### Supply network, run 1

The bar under the picture is 50 um long. Pins as bars on the die edge.
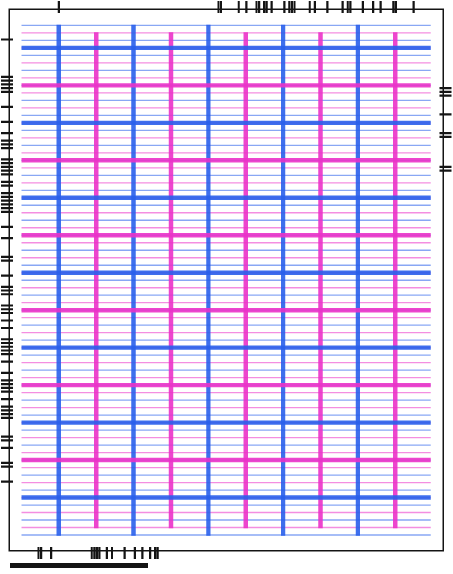
### Cells colored by class, run 1

The bar under the picture is 50 um long.
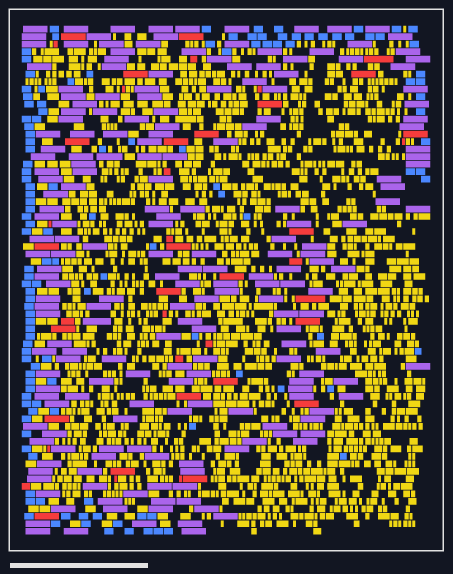
### Clock wires, drivers and flops, run 1

The bar under the picture is 50 um long.
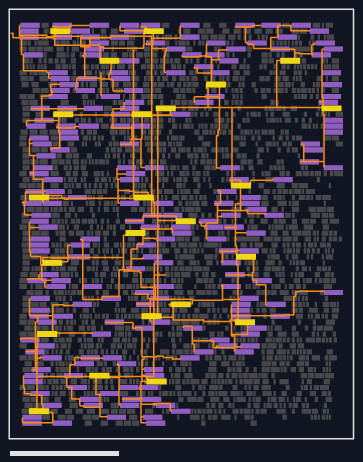
`config.mk`:
```
export PLATFORM = sky130hd
export DESIGN_NAME = mdu_sequencer
export DESIGN_NICKNAME = d
export VERILOG_FILES = /design/src/rtl/mdu_sequencer.sv
export SDC_FILE = /design/constraint.sdc
export NUM_CORES = 1
export LEC_CHECK = 0
export CAP_MARGIN = 0
export CORE_AREA = 4 4 153 192
export DETAILED_ROUTE_END_ITERATION = 8
export DIE_AREA = 0 0 157 196
export PLACE_DENSITY_LB_ADDON = 0.05
export SLEW_MARGIN = 20
export SYNTH_ARGS = -nofsm -noshare
export SYNTH_HDL_FRONTEND = slang
export SYNTH_SLANG_ARGS = --single-unit
```
`constraint.sdc`:
```
create_clock -name CLK -period 10.5 [get_ports CLK]
set_input_delay 2.625 -clock CLK [delete_from_list [all_inputs] [get_ports CLK]]
set_output_delay 2.625 -clock CLK [all_outputs]
set_load 0.01 [all_outputs]
```
`src/rtl/mdu_sequencer.sv`:
```
// Iterative RV32M multiply/divide unit: shift-add multiplier and restoring divider
// sequenced IDLE -> PREP -> CALC -> FIN behind a start/done handshake.
module mdu_sequencer #(
    parameter int DATA_WIDTH = 32
) (
    input  logic                  CLK,
    input  logic                  RESET,
    input  logic                  START,
    input  logic                  KILL,
    input  logic [5:0]            SELECT,
    input  logic [DATA_WIDTH-1:0] DATA1,
    input  logic [DATA_WIDTH-1:0] DATA2,
    output logic [DATA_WIDTH-1:0] RESULT,
    output logic                  DONE,
    output logic                  BUSY,
    output logic                  ILLEGAL
);
    localparam int W  = DATA_WIDTH;
    localparam int CW = $clog2(DATA_WIDTH + 1);
    localparam logic [CW-1:0] CNT_INIT = CW'(DATA_WIDTH);
    localparam logic [CW-1:0] CNT_ONE  = CW'(1);
    localparam logic [W-1:0]  MIN_NEG  = {1'b1, {(W-1){1'b0}}};

    typedef enum logic [1:0] {IDLE, PREP, CALC, FIN} state_t;

    state_t         state_q, state_d;
    logic [2:0]     op_q, op_d;
    logic [W-1:0]   d1_q, d1_d, d2_q, d2_d;
    logic [W-1:0]   opb_q, opb_d, result_q, result_d;
    logic [2*W-1:0] acc_q, acc_d;
    logic [CW-1:0]  cnt_q, cnt_d;
    logic           neg_q, neg_d, done_q, done_d;
    logic           busy_q, busy_d, illegal_q, illegal_d;

    logic           legal_sel, is_div, is_rem, sign1, sign2, div_zero, div_ovf;
    logic [W-1:0]   mag1, mag2, restore;
    logic [W:0]     mul_sum, div_part, div_diff;
    logic [2*W-1:0] prod;

    assign legal_sel = (SELECT[5:3] == 3'b001);
    assign is_div    = op_q[2];
    assign is_rem    = op_q[2] & op_q[1];
    // Only MULHU, DIVU and REMU treat DATA1 as unsigned; MULHSU also leaves DATA2 unsigned.
    assign sign1     = d1_q[W-1] & (op_q != 3'd3) & (op_q != 3'd5) & (op_q != 3'd7);
    assign sign2     = d2_q[W-1] & ((op_q == 3'd0) | (op_q == 3'd1) | (op_q == 3'd4) | (op_q == 3'd6));
    assign mag1      = sign1 ? -d1_q : d1_q;
    assign mag2      = sign2 ? -d2_q : d2_q;
    assign div_zero  = is_div & (d2_q == '0);
    assign div_ovf   = is_div & ~op_q[0] & (d1_q == MIN_NEG) & (&d2_q);

    // acc holds {partial product high, multiplier} or {partial remainder, dividend/quotient}.
    assign mul_sum   = {1'b0, acc_q[2*W-1:W]} + (acc_q[0] ? {1'b0, opb_q} : '0);
    assign div_part  = {acc_q[2*W-1:W], acc_q[W-1]};
    assign restore   = {acc_q[2*W-2:W], acc_q[W-1]};
    assign div_diff  = div_part - {1'b0, opb_q};
    assign prod      = neg_q ? -acc_q : acc_q;

    always_comb begin
        // NOTE: every _d gets a default first so no path can infer a latch.
        state_d   = state_q;
        op_d      = op_q;
        d1_d      = d1_q;
        d2_d      = d2_q;
        opb_d     = opb_q;
        acc_d     = acc_q;
        cnt_d     = cnt_q;
        neg_d     = neg_q;
        result_d  = result_q;
        busy_d    = busy_q;
        done_d    = 1'b0;
        illegal_d = 1'b0;

        unique case (state_q)
            IDLE: begin
                busy_d = 1'b0;
                if (START && !legal_sel) begin
                    illegal_d = 1'b1;
                end else if (START && !KILL) begin
                    op_d    = SELECT[2:0];
                    d1_d    = DATA1;
                    d2_d    = DATA2;
                    busy_d  = 1'b1;
                    state_d = PREP;
                end
            end
            PREP: begin
                cnt_d = CNT_INIT;
                neg_d = is_rem ? sign1 : (sign1 ^ sign2);
                if (div_zero) begin
                    acc_d   = {d1_q, {W{1'b1}}};
                    neg_d   = 1'b0;
                    state_d = FIN;
                end else if (div_ovf) begin
                    acc_d   = {{W{1'b0}}, MIN_NEG};
                    neg_d   = 1'b0;
                    state_d = FIN;
                end else if (is_div) begin
                    acc_d   = {{W{1'b0}}, mag1};
                    opb_d   = mag2;
                    state_d = CALC;
                end else begin
                    acc_d   = {{W{1'b0}}, mag2};
                    opb_d   = mag1;
                    state_d = CALC;
                end
            end
            CALC: begin
                cnt_d = cnt_q - CNT_ONE;
                if (is_div) begin
                    acc_d = div_diff[W] ? {restore, acc_q[W-2:0], 1'b0}
                                        : {div_diff[W-1:0], acc_q[W-2:0], 1'b1};
                end else begin
                    acc_d = {mul_sum, acc_q[W-1:1]};
                end
                if (cnt_q == CNT_ONE) state_d = FIN;
            end
            FIN: begin
                if (is_rem)        result_d = neg_q ? -acc_q[2*W-1:W] : acc_q[2*W-1:W];
                else if (is_div)   result_d = neg_q ? -acc_q[W-1:0] : acc_q[W-1:0];
                else if (op_q == 3'd0) result_d = prod[W-1:0];
                else               result_d = prod[2*W-1:W];
                done_d  = 1'b1;
                state_d = IDLE;
            end
            default: state_d = IDLE;
        endcase

        // A flush overrides everything, including the FIN write-back.
        if (KILL && state_q != IDLE) begin
            state_d  = IDLE;
            busy_d   = 1'b0;
            done_d   = 1'b0;
            result_d = result_q;
        end
    end

    always_ff @(posedge CLK or posedge RESET) begin
        if (RESET) begin
            state_q   <= IDLE;
            op_q      <= '0;
            d1_q      <= '0;
            d2_q      <= '0;
            opb_q     <= '0;
            acc_q     <= '0;
            cnt_q     <= '0;
            neg_q     <= 1'b0;
            result_q  <= '0;
            done_q    <= 1'b0;
            busy_q    <= 1'b0;
            illegal_q <= 1'b0;
        end else begin
            // NOTE: non-blocking so every flop samples the pre-edge value of its peers.
            state_q   <= state_d;
            op_q      <= op_d;
            d1_q      <= d1_d;
            d2_q      <= d2_d;
            opb_q     <= opb_d;
            acc_q     <= acc_d;
            cnt_q     <= cnt_d;
            neg_q     <= neg_d;
            result_q  <= result_d;
            done_q    <= done_d;
            busy_q    <= busy_d;
            illegal_q <= illegal_d;
        end
    end

    assign RESULT  = result_q;
    assign DONE    = done_q;
    assign BUSY    = busy_q;
    assign ILLEGAL = illegal_q;
endmodule

```
==> impl_metrics.env, run 1 <==
# flow metrics
export IMPL_result_of_the_run="finished clean"
export IMPL_power_switching_share=0.5210
export IMPL_yosysWarnings=0
export IMPL_summed_instance_area_of_the_synthesized_netlist_um2=16690
export IMPL_vias=16210
export IMPL_ys_cells=2060
export IMPL_n_antenna_cell=0
export IMPL_pwr_group_combinational_mw=4.61
export IMPL_pg_seq_mw=1.78
export IMPL_finalWeightedCongestion=1.011
export IMPL_worst_setup_path_end_kind="register"
export IMPL_powerDensity_nw_per_um2=385.0
export IMPL_synth_avg_cell_area_um2=8.103
export IMPL_vias_in_the_first_global_route=15590
export IMPL_synth_nets=2211
export IMPL_fin_tns_setup_ps=0
export IMPL_critical_path_cell_chain="clkinv_1, nor2_1, fa_1, a211o_1, a21oi_1, o31a_1, o211ai_1, a31oi_1, o41ai_1, a2111o_1, a21oi_1, a2111oi_0, a221o_1"
export IMPL_critical_register_to_register_path_startpoint="acc_q[0]$_DFFE_PP0P_"
export IMPL_finalCritPeriodShare=0.4393
export IMPL_timing_hold_ws_ps=474.9
export IMPL_timing_critical_path_from="acc_q[0]$_DFFE_PP0P_"
export IMPL_route_final_wire_length_mm=55.70
export IMPL_power_net_switching_mw=3.750
export IMPL_antenna_violating_nets_post_route=0
export IMPL_grt_overflow_total=0
export IMPL_worst_path_bufs_invs=1
export IMPL_synthDistinctLibCells=83
export IMPL_combinationalPowerShare=0.640
export IMPL_cp_data_required_time_ps=10980
export IMPL_critPathMostFrequentCell="a21oi_1"
export IMPL_worst_path_max_delay_cell="o41ai_1"
export IMPL_n_fill_cell=2344
export IMPL_post_synth_inst_count=2060
Back to the opening pictures, 'Supply network':
[VDD] magenta
[VSS] blue
met1 rails: 69
rows: 68
signal pins: 109
met4 straps: 10
met5 straps: 13
die extent in y: 196 um
peak supply drop: 0.3516 mV
die width: 157 um
Placeable Area: 27480 um^2

Back to the opening pictures, 'Cells colored by class':
[remaining buffers and delay cells] blue | cells: 131
[combinational and other logic] yellow | cells: 1734
[clock drivers and dummy loads] red | cells: 42
[sequential cells] purple | cells: 207
register share of the cell area: 0.2773
fraction of the core area covered by cells at the end of the flow: 0.6803
number of placement rows: 68

Back to the opening pictures, 'Clock wires, drivers and flops':
[clock drivers] yellow | count: 23
[clock wires] orange | length: 2870 um
[flip-flops] purple | count: 207
flops lie: spread over the die
worst skew pair latency: 540 ps
portion of total power attributed to the clock network: 0.113
worst-case clock skew: 28.35 ps

## run 1: stage by stage
| stage | instances | utilization | power [mW] |
|---|---|---|---|
| 2_1_floorplan | 2060 | - | 4.847 |
| 3_3_place_gp | 2422 | 0.6531 | 6.159 |
| 3_5_place_dp | 2422 | 0.6531 | 6.244 |
| 4_1_cts | 2464 | 0.6803 | 7.095 |
| 5_1_grt | 2464 | 0.6803 | 7.707 |
| 6_report | 2464 | 0.6803 | 7.198 |
## run 1: worst paths after layout
kind                                          to  slack (ps)  depth (start not counted)
hold reg to reg            RESULT[0]$_DFFE_PP0P_         470                          2
max in group asynchronous      neg_q$_DFFE_PP0P_        6440                          3
hold / removal             RESULT[0]$_DFFE_PP0P_         470                          2
setup / recovery           acc_q[59]$_DFFE_PP0P_        5890                         13
setup reg to reg           acc_q[59]$_DFFE_PP0P_        5890                         13
min in group asynchronous    d2_q[6]$_DFFE_PP0P_        2600                          2
## run 1: logic make-up after synthesis
logic type | count (synthesis) | synth area share
simple gates | 640 | 0.1775
fa+ha+maj | 77 | 0.05862
mux | 119 | 0.07721
xor+xnor | 174 | 0.09130
flops | 207 | 0.3103
buf+inv | 200 | 0.04595
compound gates | 643 | 0.2391
## run 1: state kept, by name (all words and copies together) (netlist names)
signal and cells:
cnt_q 6, neg_q 1, d1_q 32, acc_q 64
opb_q 32, DONE 1, RESULT 32, BUSY 1
op_q 3, state_q 2, ILLEGAL 1, d2_q 32
## run 1: layer usage
layer,GRT usage,vias to the layer above,share of wire
li1,-,7541,-
met1,0.4683,7688,0.39
met2,0.5724,814,0.45
met3,0.05803,170,0.085
met4,0.2064,0,0.069
met5,0,-,0
--- run 2 (diff from run 1) ---
clock period = 4.7 ns   (was 10.5 ns; I/O delays follow)
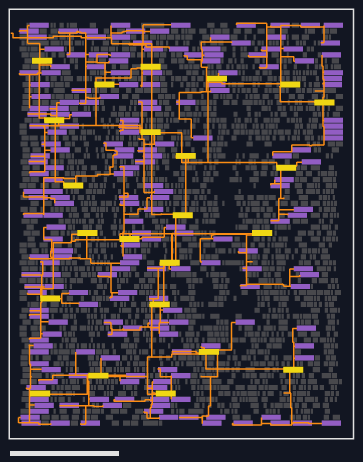
*Clock wires, drivers and flops, run 2*
The bar under the picture is 50 um long.
[clock wires] orange | length: 2900 um
[clock drivers] yellow | count: 23
[flip-flops] purple | count: 207
flops lie: spread over the die
worst-case clock skew: 15.15 ps
worst skew pair latency: 530 ps
clock group total power: 1.90 mW
portion of total power attributed to the clock network: 0.116

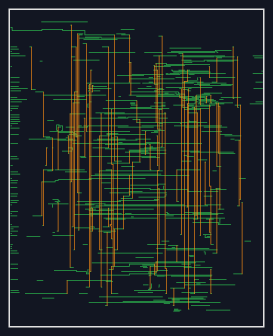
*Routed metal, one color a layer, run 2*
Only two layers are drawn.
[metal 3] green | wire length: 4910 um
[metal 4] orange | wire length: 3890 um
wire length after detailed routing: 57.53 mm
routed length per instance: 23.17 um
Tot GR Track Use: 0.3691
count of vias placed by the detailed router: 16410

==> run 2 against run 1 <==
  * Power increased by 130%
  * Sequential power up 120%
  * Fmax increased by 6.2%
  * Sequential cell count did not move
  * Critical path depth is 1 lower
  * First-iteration DRC count grew 3.5%
  * Core utilization is 0.77 points higher
  * Sequential share of layout area decreased by 0.31 points
  * Register-to-register slack got worse by 5500 ps
  * Global-route usage grew 0.76 points
  * Combinational power is 130% higher
  * Largest cell class unchanged
==> impl_metrics.env, run 2 <==
# flow metrics
export IMPL_post_synth_inst_count=2060
export IMPL_synthDistinctLibCells=83
export IMPL_antenna_violating_nets_post_route=0
export IMPL_ys_cells=2060
export IMPL_power_switching_share=0.5194
export IMPL_result_of_the_run="finished clean"
export IMPL_chipWidth_um=157
export IMPL_core_area_um2=27480
export IMPL_largest_register="acc_q"
export IMPL_fin_tns_setup_ps=0
export IMPL_global_route_usage_met1=0.4867
export IMPL_use_met2=0.5888
export IMPL_grt_overflow_total=0
export IMPL_synth_cellmix_adderShare=0.05862
export IMPL_n_antenna_cell=0
export IMPL_numCtsBuffers=23
export IMPL_finalCritPeriodShare=0.9242
export IMPL_yosysWarnings=0
export IMPL_synth_mux_area_fraction=0.07721
export IMPL_combinationalPowerShare=0.647
export IMPL_powerDensity_nw_per_um2=867.2
export IMPL_synth_avg_cell_area_um2=8.103
export IMPL_stage_log_warnings=31
export IMPL_peakVddDrop_mv=0.5757
export IMPL_final_max_slew_viol_count=0
export IMPL_flip_flop_count_of_the_largest_register_after_layout=64
export IMPL_worst_setup_path_end_kind="register"
export IMPL_ys_top_logic_family="AND-OR/OR-AND gates"
export IMPL_num_rows=68
export IMPL_synth_xor_area_share=0.09130
export IMPL_fp_dieH_um=196
export IMPL_finalWeightedCongestion=1.051
export IMPL_cp_data_required_time_ps=5070
export IMPL_ys_sh_simple=0.1775
export IMPL_power_net_switching_mw=8.516
export IMPL_pg_seq_mw=3.88
export IMPL_synth_nets=2211
export IMPL_grtUsageMet3=0.04810
export IMPL_compound_area_frac=0.2391
export IMPL_vias_in_the_first_global_route=15790
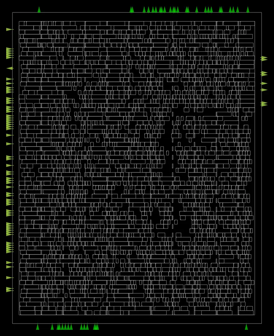
*Cell outlines without signal wires, run 2*
register share of the cell area: 0.2742
count of filler cells inserted in the layout: 2362
number of well taps: 350

## run 2: cell counts after synthesis
No cell type changed its count.
## run 2: layout make-up
class	count	area, um^2
flip-flops and latches	207	5185
multi-input cells	1653	10760
inverters	81	307.8
repair buffers	151	1441
clock buffers	28	624.3
clock inverters	13	152.6
fillers	2362	8572
well taps	350	437.9
## run 2: worst max-delay path: stages (launching register included)
cell and delay [ps]:
dfrtp_1 560, ha_1 380, a21oi_1 280, nand2_1 90
o211ai_1 410, a21oi_1 240, o31a_1 400, or4_1 550
nand3_2 110, buf_4 380, mux2_2 390, a222oi_1 270
a21oi_1 110
## run 2: stage by stage
stage               cells  cell area, um^2  power, mW  hold WS, ps  utilization
finish               2483            18910      16.40        474.5       0.6881
global route         2483            18910      17.45        485.4       0.6881
CTS                  2483            18910      16.10        480.9       0.6881
detailed placement   2442            18130      14.13        466.4       0.6598
global placement     2442            18130      13.89        461.9       0.6598
floorplan            2060            16700      10.83        448.5            -
## run 2: final timing paths
check	from	endpoint	slack, ps	depth (start not counted)
max reg2reg	acc_q[38]$_DFFE_PP0P_	acc_q[44]$_DFFE_PP0P_	360	12
max	acc_q[38]$_DFFE_PP0P_	acc_q[44]$_DFFE_PP0P_	360	12
min in group asynchronous	RESET	d1_q[7]$_DFFE_PP0P_	930	2
min reg2reg	RESULT[24]$_DFFE_PP0P_	RESULT[24]$_DFFE_PP0P_	470	2
max in group asynchronous	RESET	acc_q[62]$_DFFE_PP0P_	2970	3
min	RESULT[24]$_DFFE_PP0P_	RESULT[24]$_DFFE_PP0P_	470	2
## run 2: layer usage
metal	up-vias	part of all wire	wire length [um]
li1	7568	-	-
met1	7816	0.39	22540
met2	837	0.46	26190
met3	192	0.085	4908
met4	0	0.068	3884
met5	-	0	0
--- run 3 (diff from run 2) ---
CAP_MARGIN = 20   (was 0)
==> run 3 against run 2 <==
  * Synthesized cell count did not move
  * Non-clock buffer count unchanged
  * Clock-buffer cell count is the same
  * Setup slack did not move
  * Register-to-register slack barely moved
  * Sequential cell count did not move
  * Critical endpoint unchanged
  * Highest routed layer unchanged
==> impl_metrics.env, run 3 <==
# flow metrics
export IMPL_result_of_the_run="finished clean"
export IMPL_finalCritPeriodShare=0.9242
export IMPL_numCtsBuffers=23
export IMPL_hold_path_end="RESULT[24]$_DFFE_PP0P_"
export IMPL_ys_cells=2060
export IMPL_num_rows=68
export IMPL_hold_start="RESULT[24]$_DFFE_PP0P_"
export IMPL_clock_skew_ps=15.15
export IMPL_stage_log_warnings=31
export IMPL_critical_register_to_register_path_startpoint="acc_q[38]$_DFFE_PP0P_"
export IMPL_critical_path_reg2reg_endpoint="acc_q[44]$_DFFE_PP0P_"
export IMPL_vias_in_the_first_global_route=15790
export IMPL_synth_cellmix_adderShare=0.05862
export IMPL_finalWeightedCongestion=1.051
export IMPL_core_area_um2=27480
export IMPL_flip_flop_count_of_the_largest_register_after_layout=64
export IMPL_cp_data_required_time_ps=5070
export IMPL_powerDensity_nw_per_um2=867.2
export IMPL_synthDistinctLibCells=83
export IMPL_synth_xor_area_share=0.09130
export IMPL_synth_nets=2211
export IMPL_ys_top_logic_family="AND-OR/OR-AND gates"
export IMPL_dp_cells=2442
export IMPL_total_power_draw_mw=16.40
export IMPL_n_antenna_cell=0
export IMPL_synth_mux_area_fraction=0.07721
run 3: metrics by stage:
| step | hold WS [ps] | util | cell area, um^2 |
|---|---|---|---|
| global placement | 461.9 | 0.6598 | 18130 |
| CTS | 480.9 | 0.6881 | 18910 |
| finish | 474.5 | 0.6881 | 18910 |
| detailed placement | 466.4 | 0.6598 | 18130 |
| floorplan | 448.5 | - | 16700 |
| global route | 485.4 | 0.6881 | 18910 |
run 3: layer usage:
| layer | routed length [um] | GRT usage |
|---|---|---|
| met5 | 0 | 0 |
| met4 | 3884 | 0.1990 |
| met3 | 4908 | 0.04810 |
| met2 | 26190 | 0.5888 |
| met1 | 22540 | 0.4867 |
run 3: power by group:
group	switching, mW	internal, mW
sequential	1.28	2.60
combinational	6.44	4.17
clock	0.788	1.11
total	8.52	7.88
run 3: worst max-delay path, stage by stage, from the launching register on:
cell and delay (ps):
dfrtp_1 560, ha_1 380, a21oi_1 280, nand2_1 90, o211ai_1 410, a21oi_1 240
o31a_1 400, or4_1 550, nand3_2 110, buf_4 380, mux2_2 390, a222oi_1 270
a21oi_1 110
run 3: logic make-up after synthesis:
| family | Yosys count |
|---|---|
| AOI/OAI and AO/OA | 643 |
| muxes | 119 |
| xor gates and xnor gates | 174 |
| buffers and inverters | 200 |
| adders and majority gates | 77 |
| DFF | 207 |
| and+or+nand+nor | 640 |
run 3: area by class of cell:
type                            instances  share of cell area
Timing Repair Buffer                  151             0.07623
Multi-Input combinational cell       1653              0.5690
Inverter                               81             0.01628
Tap cell                              350             0.02316
Clock inverter                         13            0.008072
Clock buffer                           28             0.03302
Sequential cell                       207              0.2742
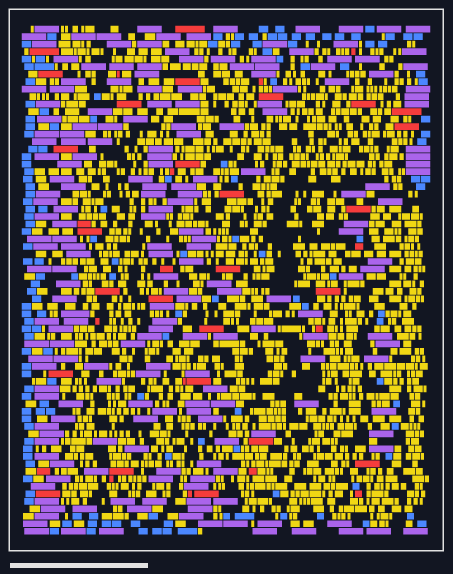
*Cells colored by class, run 3*
The bar under the picture is 50 um long.
[remaining buffers and delay cells] blue | cells: 151
[clock drivers and dummy loads] red | cells: 41
[combinational and other logic] yellow | cells: 1734
[sequential cells] purple | cells: 207
fraction of the core area covered by cells at the end of the flow: 0.6881
cell area after layout: 18910 um^2

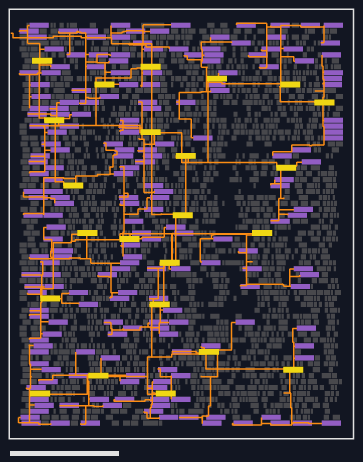
*Clock wires, drivers and flops, run 3*
The bar under the picture is 50 um long.
[clock wires] orange | length: 2900 um
[flip-flops] purple | count: 207
[clock drivers] yellow | count: 23
flops lie: spread over the die

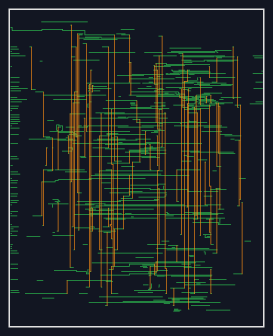
*Routed metal, one color a layer, run 3*
Only two layers are drawn.
[metal 4] orange | wire length: 3890 um
[metal 3] green | wire length: 4910 um

Power and IR drop assume default switching activity.
